File: src/rtl/int_pkg.sv
// Shared constants and types for the sample FIFO and the interrupt controller.
package int_pkg;

    localparam int unsigned FIFO_DW    = 24;
    localparam int unsigned FIFO_DEPTH = 64;

    typedef enum logic {
        OV_DROP      = 1'b0,
        OV_OVERWRITE = 1'b1
    } fifo_ov_mode_e;

    localparam int unsigned INT_FIFO_UPOV   = 1;
    localparam int unsigned INT_FIFO_DOWNOV = 2;
    localparam int unsigned INT_FIFO_WL     = 3;

endpackage

File: src/rtl/fifo_dpram.sv
// Simple dual-port synchronous RAM: one write port, one registered read port.
// The read register holds its value when re is low, so it doubles as rd_data.
module fifo_dpram #(
    parameter int unsigned DW    = 24,
    parameter int unsigned DEPTH = 64,
    parameter int unsigned AW    = $clog2(DEPTH)
) (
    input  logic          clk_32k,
    input  logic          rst_n,
    input  logic          we,
    input  logic [AW-1:0] waddr,
    input  logic [DW-1:0] wdata,
    input  logic          re,
    input  logic [AW-1:0] raddr,
    output logic [DW-1:0] rdata
);

    logic [DW-1:0] mem [DEPTH];
    logic [DW-1:0] rdata_q;

    always_ff @(posedge clk_32k) begin
        if (we) begin
            mem[waddr] <= wdata;
        end
    end

    // Read-before-write: a same-address write and read return the old word.
    always_ff @(posedge clk_32k) begin
        if (!rst_n) begin
            rdata_q <= '0;
        end else if (re) begin
            rdata_q <= mem[raddr];
        end
    end

    assign rdata = rdata_q;

endmodule

File: src/rtl/sample_fifo_ctrl.sv
// Sample FIFO controller in the 32 kHz domain: pointers, occupancy, status and
// interrupt source flags around a dual-port RAM.
module sample_fifo_ctrl
    import int_pkg::*;
#(
    parameter int unsigned DW    = FIFO_DW,
    parameter int unsigned DEPTH = FIFO_DEPTH,
    parameter int unsigned AW    = $clog2(DEPTH)
) (
    input  logic          clk_32k,
    input  logic          rst_n,
    input  logic          wr_en,
    input  logic [DW-1:0] wr_data,
    input  logic          rd_en,
    output logic [DW-1:0] rd_data,
    output logic          rd_vld,
    input  logic [AW:0]   rg_fifo_waterline,
    input  logic          rg_fifo_ov_mode,
    input  logic          rg_fifo_flush,
    output logic [AW:0]   fifo_cnt,
    output logic          fifo_full,
    output logic          fifo_empty,
    output logic          fifo_upov_flag,
    output logic          fifo_downov_flag,
    output logic          fifo_waterline_flag
);

    logic [AW-1:0] wr_ptr_q, wr_ptr_d;
    logic [AW-1:0] rd_ptr_q, rd_ptr_d;
    logic [AW:0]   cnt_q, cnt_d;
    logic          full_q, full_d;
    logic          empty_q, empty_d;
    logic          rd_vld_q, rd_vld_d;
    logic          upov_q, upov_d;
    logic          downov_q, downov_d;
    logic          wl_q, wl_d;

    logic overwrite;
    logic rd_acc;
    logic wr_hit_full;
    logic wr_store;
    logic rd_adv;
    logic cnt_inc;
    logic mem_we;
    logic mem_re;

    assign overwrite = (fifo_ov_mode_e'(rg_fifo_ov_mode) == OV_OVERWRITE);

    always_comb begin
        rd_acc      = rd_en && !empty_q;
        // A full FIFO is never empty, so rd_en here always means an accepted read.
        wr_hit_full = wr_en && full_q && !rd_en;
        wr_store    = wr_en && (!full_q || rd_en || overwrite);
        rd_adv      = rd_acc || (wr_hit_full && overwrite);
        cnt_inc     = wr_store && (!full_q || rd_acc);

        wr_ptr_d = wr_ptr_q;
        rd_ptr_d = rd_ptr_q;
        cnt_d    = cnt_q;
        rd_vld_d = 1'b0;
        upov_d   = 1'b0;
        downov_d = 1'b0;
        mem_we   = 1'b0;
        mem_re   = 1'b0;

        if (rg_fifo_flush) begin
            wr_ptr_d = '0;
            rd_ptr_d = '0;
            cnt_d    = '0;
        end else begin
            mem_we   = wr_store && rst_n;
            mem_re   = rd_acc && rst_n;
            rd_vld_d = rd_acc;
            upov_d   = wr_hit_full;
            downov_d = rd_en && empty_q;
            if (wr_store) begin
                wr_ptr_d = wr_ptr_q + AW'(1);
            end
            if (rd_adv) begin
                rd_ptr_d = rd_ptr_q + AW'(1);
            end
            cnt_d = cnt_q + (AW+1)'(cnt_inc) - (AW+1)'(rd_acc);
        end

        full_d  = (cnt_d == (AW+1)'(DEPTH));
        empty_d = (cnt_d == '0);
        // Occupancy never exceeds DEPTH, so a larger threshold never fires.
        wl_d    = (rg_fifo_waterline != '0) && (cnt_d >= rg_fifo_waterline);
    end

    always_ff @(posedge clk_32k) begin
        if (!rst_n) begin
            wr_ptr_q <= '0;
            rd_ptr_q <= '0;
            cnt_q    <= '0;
            full_q   <= 1'b0;
            empty_q  <= 1'b1;
            rd_vld_q <= 1'b0;
            upov_q   <= 1'b0;
            downov_q <= 1'b0;
            wl_q     <= 1'b0;
        end else begin
            wr_ptr_q <= wr_ptr_d;
            rd_ptr_q <= rd_ptr_d;
            cnt_q    <= cnt_d;
            full_q   <= full_d;
            empty_q  <= empty_d;
            rd_vld_q <= rd_vld_d;
            upov_q   <= upov_d;
            downov_q <= downov_d;
            wl_q     <= wl_d;
        end
    end

    fifo_dpram #(
        .DW    (DW),
        .DEPTH (DEPTH),
        .AW    (AW)
    ) u_fifo_dpram (
        .clk_32k (clk_32k),
        .rst_n   (rst_n),
        .we      (mem_we),
        .waddr   (wr_ptr_q),
        .wdata   (wr_data),
        .re      (mem_re),
        .raddr   (rd_ptr_q),
        .rdata   (rd_data)
    );

    assign rd_vld              = rd_vld_q;
    assign fifo_cnt            = cnt_q;
    assign fifo_full           = full_q;
    assign fifo_empty          = empty_q;
    assign fifo_upov_flag      = upov_q;
    assign fifo_downov_flag    = downov_q;
    assign fifo_waterline_flag = wl_q;

endmodule
File: config.mk
export PLATFORM = sky130hd
export DESIGN_NAME = sample_fifo_ctrl
export DESIGN_NICKNAME = d
export VERILOG_FILES = /design/src/rtl/int_pkg.sv /design/src/rtl/fifo_dpram.sv /design/src/rtl/sample_fifo_ctrl.sv
export SDC_FILE = /design/constraint.sdc
export NUM_CORES = 1
export LEC_CHECK = 0
export CORE_MARGIN = 2
export CORE_UTILIZATION = 49
export CTS_CLUSTER_SIZE = 25
export DETAILED_ROUTE_END_ITERATION = 6
export SETUP_SLACK_MARGIN = 0.5
export SYNTH_ARGS = -nofsm -noshare
export SYNTH_HDL_FRONTEND = slang
export SYNTH_SLANG_ARGS = --single-unit
File: constraint.sdc
create_clock -name clk_32k -period 7.26 [get_ports clk_32k]
set_input_delay 1.452 -clock clk_32k [delete_from_list [all_inputs] [get_ports clk_32k]]
set_output_delay 1.452 -clock clk_32k [all_outputs]
set_load 0.02 [all_outputs]
==> impl_results.html, run 1 <==
<h3>Flow metrics</h3>
<table>
<tr><th>Metric</th><th>Value</th></tr>
<tr><th colspan="2">Synthesis</th></tr>
<tr><td>Syn. warnings</td><td>0</td></tr>
<tr><td>Area fraction in full adders, half adders and majority gates</td><td>0.00360</td></tr>
<tr><td>Yosys stat cell total</td><td>2878</td></tr>
<tr><td>AO/OA Area Share</td><td>0.0332</td></tr>
<tr><td>Floorplan Nets</td><td>2932</td></tr>
<tr><td>Post-Synthesis Mean Instance Area</td><td>21.2 µm²</td></tr>
<tr><td>Synth async-reset ratio</td><td>0</td></tr>
<tr><td>Number of instances in the synthesized netlist</td><td>2878</td></tr>
<tr><th colspan="2">Clocking</th></tr>
<tr><td>Buffer levels on the longest clock path</td><td>3</td></tr>
<tr><td>Postcts setup bufs</td><td>0</td></tr>
<tr><td>Total CTS buffers</td><td>160</td></tr>
<tr><th colspan="2">Placement</th></tr>
<tr><td>Count of input and output buffers</td><td>73</td></tr>
<tr><td>RD Place Congestion</td><td>0.878</td></tr>
<tr><td>Post-detail-place hpwl</td><td>90600 µm</td></tr>
<tr><th colspan="2">Route</th></tr>
<tr><td>Residual DRC count</td><td>12</td></tr>
<tr><td>Initial detailed-routing violation count</td><td>4317</td></tr>
<tr><th colspan="2">Critical path</th></tr>
<tr><td>Logic depth of the worst register-to-register path</td><td>7</td></tr>
<tr><td>Element type at the critical path end</td><td>flop</td></tr>
<tr><td>Critical path's top delay family</td><td>adder cells</td></tr>
<tr><th colspan="2">Outcome</th></tr>
<tr><td>Run status</td><td>finished, violations left</td></tr>
<tr><td>Violations in the final reports</td><td>design-rule violations</td></tr>
<tr><th colspan="2">STA</th></tr>
<tr><td>Count of pins over their slew limit</td><td>0</td></tr>
<tr><td>Slew @ Worst Pin</td><td>1390 ps</td></tr>
<tr><td>F_max</td><td>225 MHz</td></tr>
<tr><td>Max transition margin</td><td>0.0667</td></tr>
<tr><td>Clock skew</td><td>17.5 ps</td></tr>
<tr><th colspan="2">Die</th></tr>
<tr><td>Die height</td><td>357 µm</td></tr>
<tr><th colspan="2">Pwr</th></tr>
<tr><td>Total internal power</td><td>15000 µW</td></tr>
<tr><td>Share of power burned in combinational logic</td><td>0.050</td></tr>
<tr><td>Net Sw Frac</td><td>0.212</td></tr>
<tr><td>Clk power</td><td>8030 µW</td></tr>
<tr><td>Clk network pwr share</td><td>0.421</td></tr>
<tr><th colspan="2">Worst hold path</th></tr>
<tr><td>Worst min-delay path startpoint</td><td>fifo_empty</td></tr>
<tr><th colspan="2">Global route</th></tr>
<tr><td>Met3 Use GR</td><td>0.0478</td></tr>
<tr><td>Global routing met2 resource utilization</td><td>0.373</td></tr>
<tr><th colspan="2">Finish</th></tr>
<tr><td>Commonest non-fill, non-tap cells in the layout</td><td>sky130_fd_sc_hd__edfxtp_1, sky130_fd_sc_hd__mux4_2, sky130_fd_sc_hd__clkbuf_16, sky130_fd_sc_hd__mux2i_1, sky130_fd_sc_hd__buf_4</td></tr>
</table>
==> run 1: worst max path at each step <==
stage	start	endpoint	slack [ps]	cells after the start
after global routing	rd_en	fifo_waterline_flag	2650	16
after detailed placement	rd_en	fifo_waterline_flag	2060	16
after global placement	rd_en	fifo_waterline_flag	1980	16
final	rd_en	fifo_waterline_flag	2820	16
after floorplan	rg_fifo_ov_mode	u_fifo_dpram.mem[32][0]	2740	5
after CTS	rd_en	fifo_waterline_flag	2880	16
==> run 1: metrics by stage <==
stage,setup slack (ps),std cells,instance area [µm²]
detailed placement,2060,4543,64100
global placement,1980,4541,64000
CTS,2880,4829,69100
global route,2650,4829,69100
finish,2820,4831,69200
floorplan,2740,2878,61200
==> run 1: area by class of cell <==
type / count / area share
repair buffers: 186 / 0.0215
multi-input cells: 1112 / 0.193
clock buffers: 202 / 0.0618
clock inverters: 84 / 0.0117
diodes: 2 / 0.0000724
inverters: 23 / 0.00125
well taps: 1637 / 0.0296
flip-flops and latches: 1585 / 0.681
==> run 1: cell usage after synthesis, types with 35 or more instances <==
cell type | n | share of area
sky130_fd_sc_hd__mux4_2 | 341 | 0.13
sky130_fd_sc_hd__buf_2 | 58 | 0.0047
sky130_fd_sc_hd__clkbuf_1 | 52 | 0.0032
sky130_fd_sc_hd__nor2b_1 | 38 | 0.0039
sky130_fd_sc_hd__mux2i_1 | 122 | 0.020
sky130_fd_sc_hd__edfxtp_1 | 1536 | 0.75
sky130_fd_sc_hd__a21oi_1 | 43 | 0.0035
sky130_fd_sc_hd__nor2_1 | 105 | 0.0064
sky130_fd_sc_hd__mux2_2 | 35 | 0.0064
sky130_fd_sc_hd__dfxtp_1 | 49 | 0.016
sky130_fd_sc_hd__nand2_1 | 70 | 0.0043
sky130_fd_sc_hd__o21ai_0 | 39 | 0.0032
Figure 1. Where the registers sit (run 1).
Drawn at 1.5 px/µm. Other sequential cells in the stronger grey, the rest of the logic in the fainter grey.
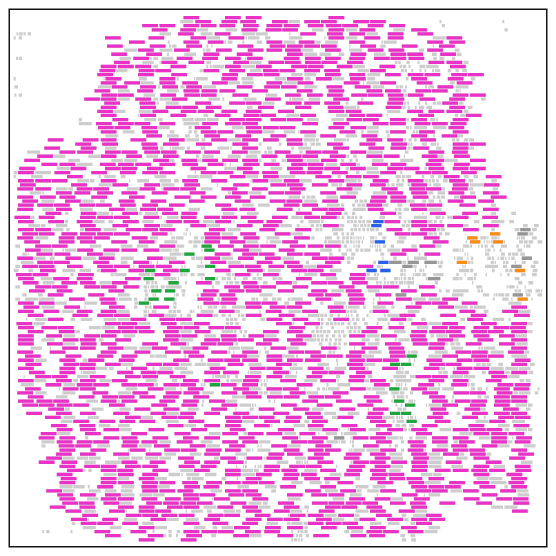
Key: `wr_ptr_q` = blue [flops 6]; `fifo_cnt` = orange [flops 7, where east]; `u_fifo_dpram.rdata` = green [flops 24]; `u_fifo_dpram.mem` = magenta [flops 1536, where widely spread]
Seq. pwr: 10100 µW
sequential share of cell area: 0.681
total area of sequential cells: 47100 µm²

Figure 2. Local utilization (run 1).
Drawn at 1 px/µm. 36 x 36 tiles, from white (low) to dark blue (high), 0 to 100% covered.
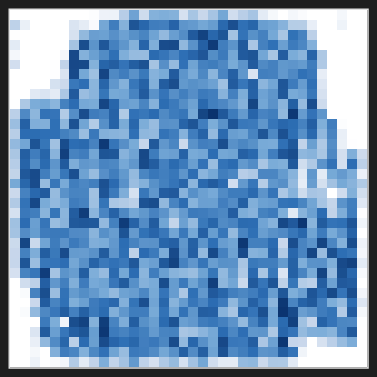
The fullest tile reaches 99%. 21% of the tiles are over 75% full. 11% of the tiles are nearly empty.
FP Core Util: 0.494
share of the core filled with cells in the final layout: 0.559
Floorplan Core Area: 124000 µm²

Figure 3. Met4 routing (run 1).
Drawn at 1.5 px/µm. Supply wires on this layer in grey. Cells faint in the background.
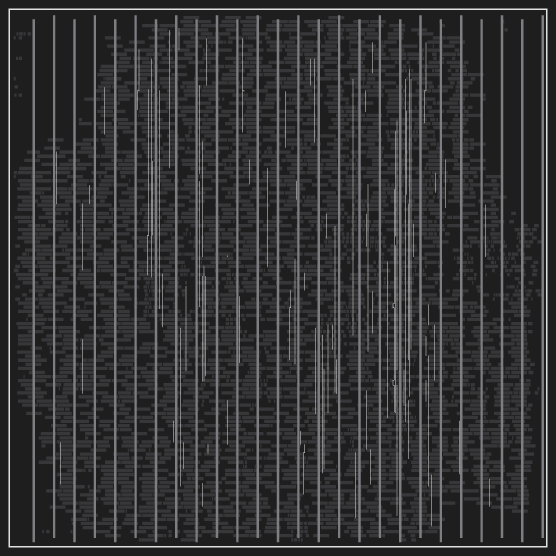
50 nets have wire on it. The longest straight run is 229 µm.
detailed-route via count: 30179
routed wire length: 156000 µm

Figure 4. Signal wires by layer (run 1).
Drawn at 1.5 px/µm.
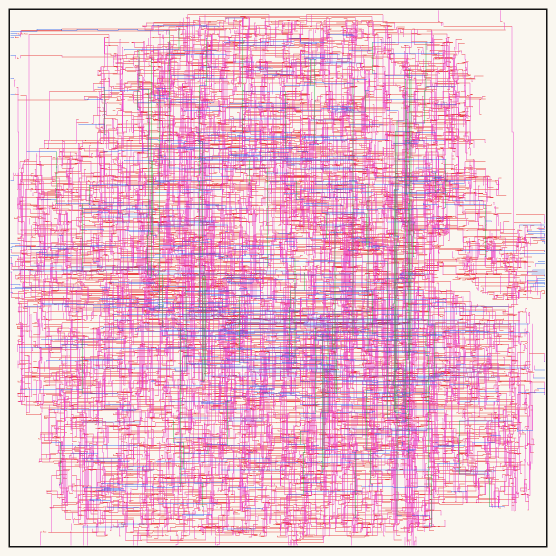
Key: met4 = green [wire length 4890 µm]; met3 = blue [wire length 13300 µm]; met1 = red [wire length 65.1 mm]; met2 = magenta [wire length 72.7 mm]
final routed wire length divided by cell count: 32.3 µm
overall track demand over capacity in global routing: 0.247

==> run 1 -> run 2 <==
--- a/config.mk
+++ b/config.mk
@@ -9,6 +9,7 @@
 export CORE_UTILIZATION = 49
 export CTS_CLUSTER_SIZE = 25
 export DETAILED_ROUTE_END_ITERATION = 6
+export PLACE_DENSITY = 0.67
 export SETUP_SLACK_MARGIN = 0.5
 export SYNTH_ARGS = -nofsm -noshare
 export SYNTH_HDL_FRONTEND = slang
==> constraint.sdc (replaced) <==
create_clock -name clk_32k -period 3.8 [get_ports clk_32k]
set_input_delay 0.76 -clock clk_32k [delete_from_list [all_inputs] [get_ports clk_32k]]
set_output_delay 0.76 -clock clk_32k [all_outputs]
set_load 0.02 [all_outputs]
Figure 5. Clock routing (run 2).
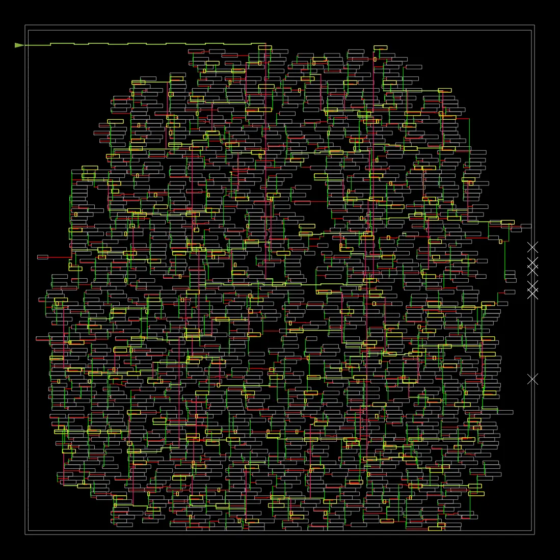
count of flip-flops and latches: 1585
count of clock-net buffers in the final layout: 211
Clk power: 15400 µW
clock latency at the later pin of the worst-skew pair: 760 ps

Figure 6. Local utilization (run 2).
Drawn at 1 px/µm. 36 x 36 tiles, from white (low) to dark blue (high), 0 to 100% covered.
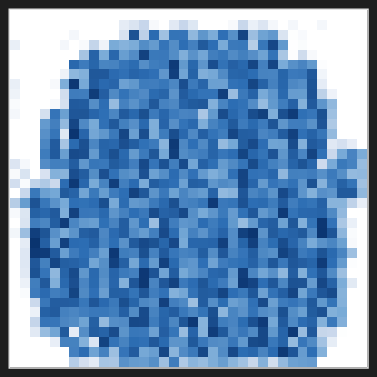
18% of the tiles are nearly empty. The fullest tile reaches 99%. 30% of the tiles are over 75% full.
share of the core filled with cells in the final layout: 0.567

==> run 2 against run 1 <==
  * The flow still finishes with violations (design-rule violations)
  * Clock skew rose by 24 ps
  * Register-to-register slack lost 2700 ps
  * Non-clock buffer count is 88 higher
  * Critical path depth decreased by 9
  * Sequential share of layout area decreased by 1.0 points
  * First-iteration DRC count decreased by 8.6%
  * Utilization is 0.86 points higher
  * Count of clock-buffer cells in the layout grew 9
  * Total power is 92% higher
  * Critical endpoint is now u_fifo_dpram.rdata[14]
==> impl_results.html, run 2 <==
<h3>Flow metrics</h3>
<table>
<tr><th>Metric</th><th>Value</th></tr>
<tr><th colspan="2">Route</th></tr>
<tr><td>Residual DRC count</td><td>12 (unchanged)</td></tr>
<tr><td>Routed wire length</td><td>153000 µm (-2.2%)</td></tr>
<tr><th colspan="2">Outcome</th></tr>
<tr><td>Violations in the final reports</td><td>design-rule violations</td></tr>
<tr><td>Run status</td><td>finished, violations left</td></tr>
<tr><th colspan="2">Synthesis</th></tr>
<tr><td>Syn. warnings</td><td>0 (unchanged)</td></tr>
<tr><td>Floorplan Nets</td><td>2932 (unchanged)</td></tr>
<tr><td>Number of instances in the synthesized netlist</td><td>2878 (unchanged)</td></tr>
<tr><td>Yosys stat cell total</td><td>2878 (unchanged)</td></tr>
<tr><td>Most numerous cell in the Yosys netlist</td><td>sky130_fd_sc_hd__edfxtp_1</td></tr>
<tr><td>Commonest cells in the synthesized netlist</td><td>sky130_fd_sc_hd__edfxtp_1, sky130_fd_sc_hd__mux4_2, sky130_fd_sc_hd__mux2i_1</td></tr>
<tr><td>Synth async-reset ratio</td><td>0 (unchanged)</td></tr>
<tr><td>Biggest area cells</td><td>sky130_fd_sc_hd__edfxtp_1, sky130_fd_sc_hd__mux4_2, sky130_fd_sc_hd__mux2i_1, sky130_fd_sc_hd__dfxtp_1, sky130_fd_sc_hd__mux2_2</td></tr>
<tr><th colspan="2">Finish</th></tr>
<tr><td>Clock buf/inv share</td><td>0.0738 (+0.000331)</td></tr>
<tr><td>Non-clock buffer total of the final layout</td><td>274 (+47%)</td></tr>
<tr><td>Sequential share of cell area</td><td>0.671 (-0.0103)</td></tr>
<tr><td>Largest area class, layout</td><td>registers</td></tr>
<tr><td>Comb_multi_in</td><td>1112 (unchanged)</td></tr>
<tr><td>Commonest non-fill, non-tap cells in the layout</td><td>sky130_fd_sc_hd__edfxtp_1, sky130_fd_sc_hd__mux4_2, sky130_fd_sc_hd__buf_4, sky130_fd_sc_hd__clkbuf_16, sky130_fd_sc_hd__mux2i_1</td></tr>
<tr><td>Total area of sequential cells</td><td>47100 µm² (about the same)</td></tr>
<tr><th colspan="2">Die</th></tr>
<tr><td>Floorplan Core Area</td><td>124000 µm² (unchanged)</td></tr>
<tr><td>Count of inserted tapcells</td><td>1637 (unchanged)</td></tr>
<tr><td>FP Core Util</td><td>0.494 (unchanged)</td></tr>
<tr><th colspan="2">Pwr</th></tr>
<tr><td>Seq. pwr</td><td>19300 µW (+91%)</td></tr>
<tr><td>Clk network pwr share</td><td>0.420 (about the same)</td></tr>
<tr><td>Share of power burned in combinational logic</td><td>0.053 (+0.003)</td></tr>
<tr><td>Total internal power</td><td>29000 µW (+93%)</td></tr>
<tr><th colspan="2">Global route</th></tr>
<tr><td>Overall track demand over capacity in global routing</td><td>0.242 (-0.00479)</td></tr>
<tr><th colspan="2">Placement</th></tr>
<tr><td>Count of input and output buffers</td><td>73 (unchanged)</td></tr>
<tr><td>Post-detail-place hpwl</td><td>92000 µm (+1.6%)</td></tr>
<tr><td>Placement-stage worst setup slack</td><td>-53.0 ps (-2120 ps)</td></tr>
<tr><td>RD Place Congestion</td><td>0.895 (+1.9%)</td></tr>
<tr><th colspan="2">STA</th></tr>
<tr><td>Max transition margin</td><td>0.139 (+0.0726)</td></tr>
<tr><td>Count of pins over their slew limit</td><td>0 (unchanged)</td></tr>
<tr><th colspan="2">Critical path</th></tr>
<tr><td>Critical path's top delay family</td><td>AND-OR/OR-AND gates</td></tr>
<tr><td>Origin of the worst setup path</td><td>rd_ptr_q[1]</td></tr>
<tr><td>Logic depth of the worst register-to-register path</td><td>7 (unchanged)</td></tr>
<tr><td>Setup crit end</td><td>u_fifo_dpram.rdata[14]</td></tr>
<tr><th colspan="2">Worst hold path</th></tr>
<tr><td>Worst min-delay path startpoint</td><td>fifo_empty</td></tr>
<tr><th colspan="2">Clocking</th></tr>
<tr><td>Buffer levels on the longest clock path</td><td>3 (unchanged)</td></tr>
</table>
run 2: netlist changes by cell type in the layout (fill, tap and decap cells not counted), moves of 3 or more:
| cell | change |
|---|---|
| sky130_fd_sc_hd__buf_4 | +67 |
| sky130_fd_sc_hd__buf_12 | +23 |
| sky130_fd_sc_hd__a2111oi_2 | -3 |
| sky130_fd_sc_hd__clkbuf_8 | +6 |
| sky130_fd_sc_hd__clkinv_8 | -4 |
| sky130_fd_sc_hd__a2111oi_0 | +5 |
| sky130_fd_sc_hd__clkbuf_16 | +3 |
run 2: through the flow:
step                power, µW  cell area [µm²]  hold slack, ps  setup TNS [ps]  std cells
global placement        21600            65000             465           -71.8       4630
floorplan               20800            61200             521               0       2878
finish                  36700            70200             478               0       4928
detailed placement      21600            65000             473           -72.6       4630
CTS                     36900            70200             473               0       4924
global route            37700            70200             480               0       4924
run 2: metal layers:
| layer | GRT usage | part of all wire | vias to the layer above |
|---|---|---|---|
| met5 | 0 | 0.00081 | - |
| met4 | 0.0804 | 0.032 | 18 |
| met3 | 0.0470 | 0.084 | 265 |
| met2 | 0.378 | 0.48 | 1537 |
| met1 | 0.347 | 0.41 | 16427 |
| li1 | - | - | 12620 |
run 2: repair_timing:
item                                    in CTS  in global routing
buffers inserted                             1                  0
pin swaps                                    0                  1
hold endpoints to repair                     0                  0
endpoints found under the setup margin       1                  1
resized                                      0                  0
run 2: cells by family (layout without fill, tap and decap cells):
kind of cell,after synthesis,after routing,share of synthesized area
and+or+nand+nor,314,314,0.0244
buffers and inverters,181,590,0.0151
xor gates and xnor gates,10,10,0.00143
DFF,1585,1585,0.770
AOI/OAI and AO/OA,273,273,0.0332
muxes,498,498,0.152
other,0,4,0
adders and majority gates,17,17,0.00360
No activity file was given, so power comes from the tool's default toggle rates.
